$ cat config.mk
export PLATFORM = sky130hd
export DESIGN_NAME = seq_signed_divider
export DESIGN_NICKNAME = d
export VERILOG_FILES = /design/src/rtl/seq_signed_divider.sv
export SDC_FILE = /design/constraint.sdc
export NUM_CORES = 1
export LEC_CHECK = 0
export CORE_ASPECT_RATIO = 0.6
export CORE_MARGIN = 2
export CORE_UTILIZATION = 50
export CTS_CLUSTER_SIZE = 20
export DETAILED_ROUTE_END_ITERATION = 6
export GPL_TIMING_DRIVEN = 0
export PLACE_DENSITY_LB_ADDON = 0.25
export SETUP_SLACK_MARGIN = 0.2
export SLEW_MARGIN = 20
export SYNTH_ARGS = -nofsm -noshare
export SYNTH_HDL_FRONTEND = slang
export SYNTH_SLANG_ARGS = --single-unit
$ cat constraint.sdc
create_clock -name clk -period 3.72 [get_ports clk]
set_input_delay 0.744 -clock clk [delete_from_list [all_inputs] [get_ports clk]]
set_output_delay 0.744 -clock clk [all_outputs]
set_load 0.005 [all_outputs]
$ cat src/rtl/seq_signed_divider.sv
`timescale 1ns/1ps
`default_nettype none
// seq_signed_divider: multi-cycle signed divider (2N-bit dividend / N-bit divisor),
// radix-2 restoring division on magnitudes followed by a sign fix-up cycle.
module seq_signed_divider #(
    parameter int N = 4
) (
    input  logic             clk,
    input  logic             rst,
    input  logic             start,
    input  logic [2*N-1:0]   dividend,
    input  logic [N-1:0]     divisor,
    output logic             busy,
    output logic             done,
    output logic [2*N-1:0]   quotient,
    output logic [N-1:0]     remainder,
    output logic             div_by_zero,
    output logic             overflow
);

    localparam int CW = $clog2(2*N+1);

    typedef enum logic [1:0] {
        IDLE = 2'd0,
        CALC = 2'd1,
        FIX  = 2'd2
    } state_t;

    state_t          state;
    state_t          state_next;
    logic [CW-1:0]   count;
    logic [N-1:0]    prem;
    logic [N-1:0]    dmag;
    logic [2*N-1:0]  qacc;
    logic            neg_q;
    logic            neg_r;
    logic            dz_pend;
    logic            ovf_pend;

    logic [2*N-1:0]  dividend_mag;
    logic [N-1:0]    divisor_mag;
    logic [N:0]      shifted;
    logic [N:0]      diff;
    logic [2*N-1:0]  q_fixed;
    logic [N-1:0]    r_fixed;

    assign dividend_mag = dividend[2*N-1] ? ({(2*N){1'b0}} - dividend) : dividend;
    assign divisor_mag  = divisor[N-1]    ? ({N{1'b0}} - divisor)      : divisor;

    // qacc holds the remaining dividend bits in its top and collects quotient bits at its bottom.
    assign shifted = {prem, qacc[2*N-1]};
    assign diff    = shifted - {1'b0, dmag};

    always_comb begin
        q_fixed = neg_q ? ({(2*N){1'b0}} - qacc) : qacc;
        r_fixed = neg_r ? ({N{1'b0}} - prem) : prem;
        if (dz_pend) begin
            q_fixed = {(2*N){1'b1}};
            r_fixed = '0;
        end else if (ovf_pend) begin
            q_fixed = {1'b1, {(2*N-1){1'b0}}};
            r_fixed = '0;
        end
    end

    always_ff @(posedge clk or negedge rst) begin
        if (!rst) begin
            state <= IDLE;
        end else begin
            state <= state_next;
        end
    end

    always_comb begin
        state_next = state;
        case (state)
            IDLE:    if (start) state_next = CALC;
            CALC:    if (count == CW'(1)) state_next = FIX;
            FIX:     state_next = IDLE;
            default: state_next = IDLE;
        endcase
    end

    always_ff @(posedge clk or negedge rst) begin
        if (!rst) begin
            count       <= '0;
            prem        <= '0;
            dmag        <= '0;
            qacc        <= '0;
            neg_q       <= 1'b0;
            neg_r       <= 1'b0;
            dz_pend     <= 1'b0;
            ovf_pend    <= 1'b0;
            busy        <= 1'b0;
            done        <= 1'b0;
            quotient    <= '0;
            remainder   <= '0;
            div_by_zero <= 1'b0;
            overflow    <= 1'b0;
        end else begin
            done <= 1'b0;
            case (state)
                IDLE: begin
                    if (start) begin
                        qacc        <= dividend_mag;
                        dmag        <= divisor_mag;
                        prem        <= '0;
                        count       <= CW'(2*N);
                        neg_q       <= dividend[2*N-1] ^ divisor[N-1];
                        neg_r       <= dividend[2*N-1];
                        dz_pend     <= (divisor == '0);
                        ovf_pend    <= (dividend == {1'b1, {(2*N-1){1'b0}}}) && (divisor == '1);
                        busy        <= 1'b1;
                        div_by_zero <= 1'b0;
                        overflow    <= 1'b0;
                    end
                end
                CALC: begin
                    prem  <= diff[N] ? shifted[N-1:0] : diff[N-1:0];
                    qacc  <= {qacc[2*N-2:0], ~diff[N]};
                    count <= count - CW'(1);
                end
                FIX: begin
                    quotient    <= q_fixed;
                    remainder   <= r_fixed;
                    div_by_zero <= dz_pend;
                    overflow    <= ovf_pend;
                    done        <= 1'b1;
                    busy        <= 1'b0;
                end
                default: ;
            endcase
        end
    end

endmodule
`default_nettype wire
Fig. 1: placed cells, one colour a class
Drawn at 4 px/um.
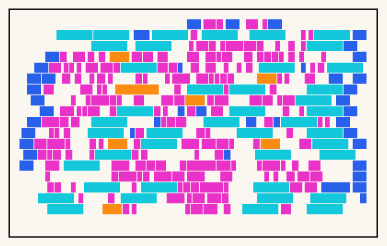
- orange: clock drivers and dummy loads (cells 7)
- blue: other buffers and delay cells (cells 41)
- cyan: flip-flops (cells 42)
- magenta: all other logic (cells 191)
register fraction of the total cell area: 0.374
placeable core region: 4490 um^2
share of the core filled with cells: 0.626
post-route cell area: 2810 um^2
number of core rows: 19

Fig. 2: clock wiring as the flow saved it
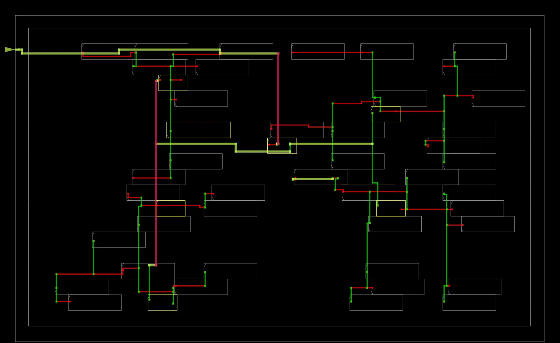
CTS buffer count: 5
Clock buffer cells: 6
Max Clock Skew: 0.00839 ns
Clock Power: 0.000363 W

Fig. 3: I/O pins on the die edge
Drawn at 6 px/um. Pins as bars across the die edge, other pins in grey.
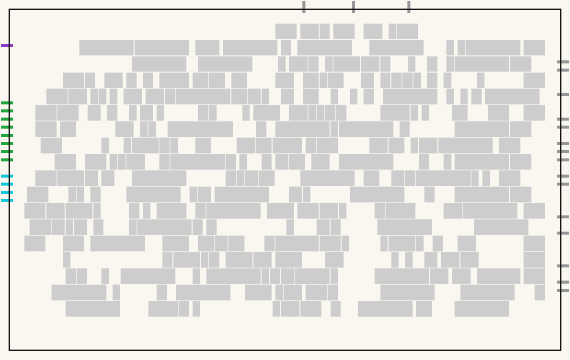
- green: dividend (pins 8; direction input; edge left)
- purple: clk (pins 1; direction input; edge left)
- cyan: divisor (pins 4; direction input; edge left)
- all pins by edge: 15 right, 13 left, 3 top
overall die width: 91.7 um
Port Buffer Count: 30

==> changes_impl.md <==
### Implementation results

* Result of the run: finished, final reports clean
* Synthesized net count at 270
* CTS H-tree lvls at 2
* Final GP Congestion at 0.840
* Fraction of the mapped netlist area in compound gates at 0.183
* Count of unique library cells instantiated by Yosys at 43
* Area of the multi-input gates at 1130 um^2
* Setup crit start kind: primary input
* Heaviest power group: combinational cells
* Power density cells at 825 nW/um^2
* Met1 Routed Length at 2.60 mm
* Met3 wirelength from detailed routing at 252 um
* TritonCTS clock tree: yes
* Hold Worst Slack at 0.366 ns
* Class of the worst hold path: in2async
* Reg2Reg Setup Slack at 1.57 ns
* Cell type group with the largest total delay on the critical path: buffers and inverters
* Non-clock inverter count at 18
* Number of pins exceeding their max-slew limit in the final report at 0
* Yosys-reported design area after synthesis at 2300 um^2
* Max-Cap Viols at 0
* Adder-cell area share of the yosys netlist at 0.0684
* Biggest area cells: dfrtp_1, ha_1, o21ai_0, nand2_1, xnor2_1
* VDD IR max at 0.315 mV
* Average cell area after synthesis at 9.48 um^2
* Hpwl dp at 3.66 mm
* IO Pins at 31
* ANT cells at 0
* Worst relative slew slack at 0.648
* Yosys xor share at 0.0679
* Mapped Area at 2300 um^2
* Wire length on met2 at 1.85 mm
* Hold bufs inserted after CTS at 0
* Path type of the worst setup path: in2reg
Fig. 4: wiring by layer
Drawn at 4 px/um.
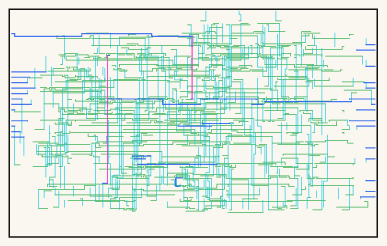
- green: met1 (wire length 2,600 um)
- cyan: met2 (wire length 1,850 um)
- magenta: met4 (wire length 47.6 um)
- blue: met3 (wire length 253 um)
routed len/inst: 13.8 um
wirelength, routed: 4.75 mm
total number of vias: 1,808
aggregate global-route resource usage: 0.207

Fig. 5: local utilization
Drawn at 6 px/um. The die is cut into 9 by 6 equal tiles; black is low, pale yellow is high, 0 to 100% covered.
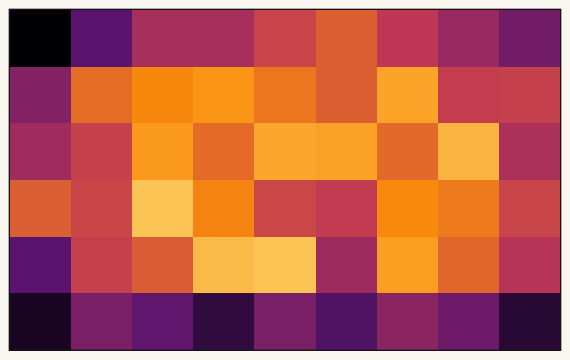
- tiles over 75% full: 19%
- mean over tiles: 53%
- emptiest ninth of the die: lower left
- nearly empty tiles: 1.9%
- fullest tile: 87%
fraction of the core area occupied by cells at floorplan: 0.513

Power is estimated from default activity; no workload was simulated.
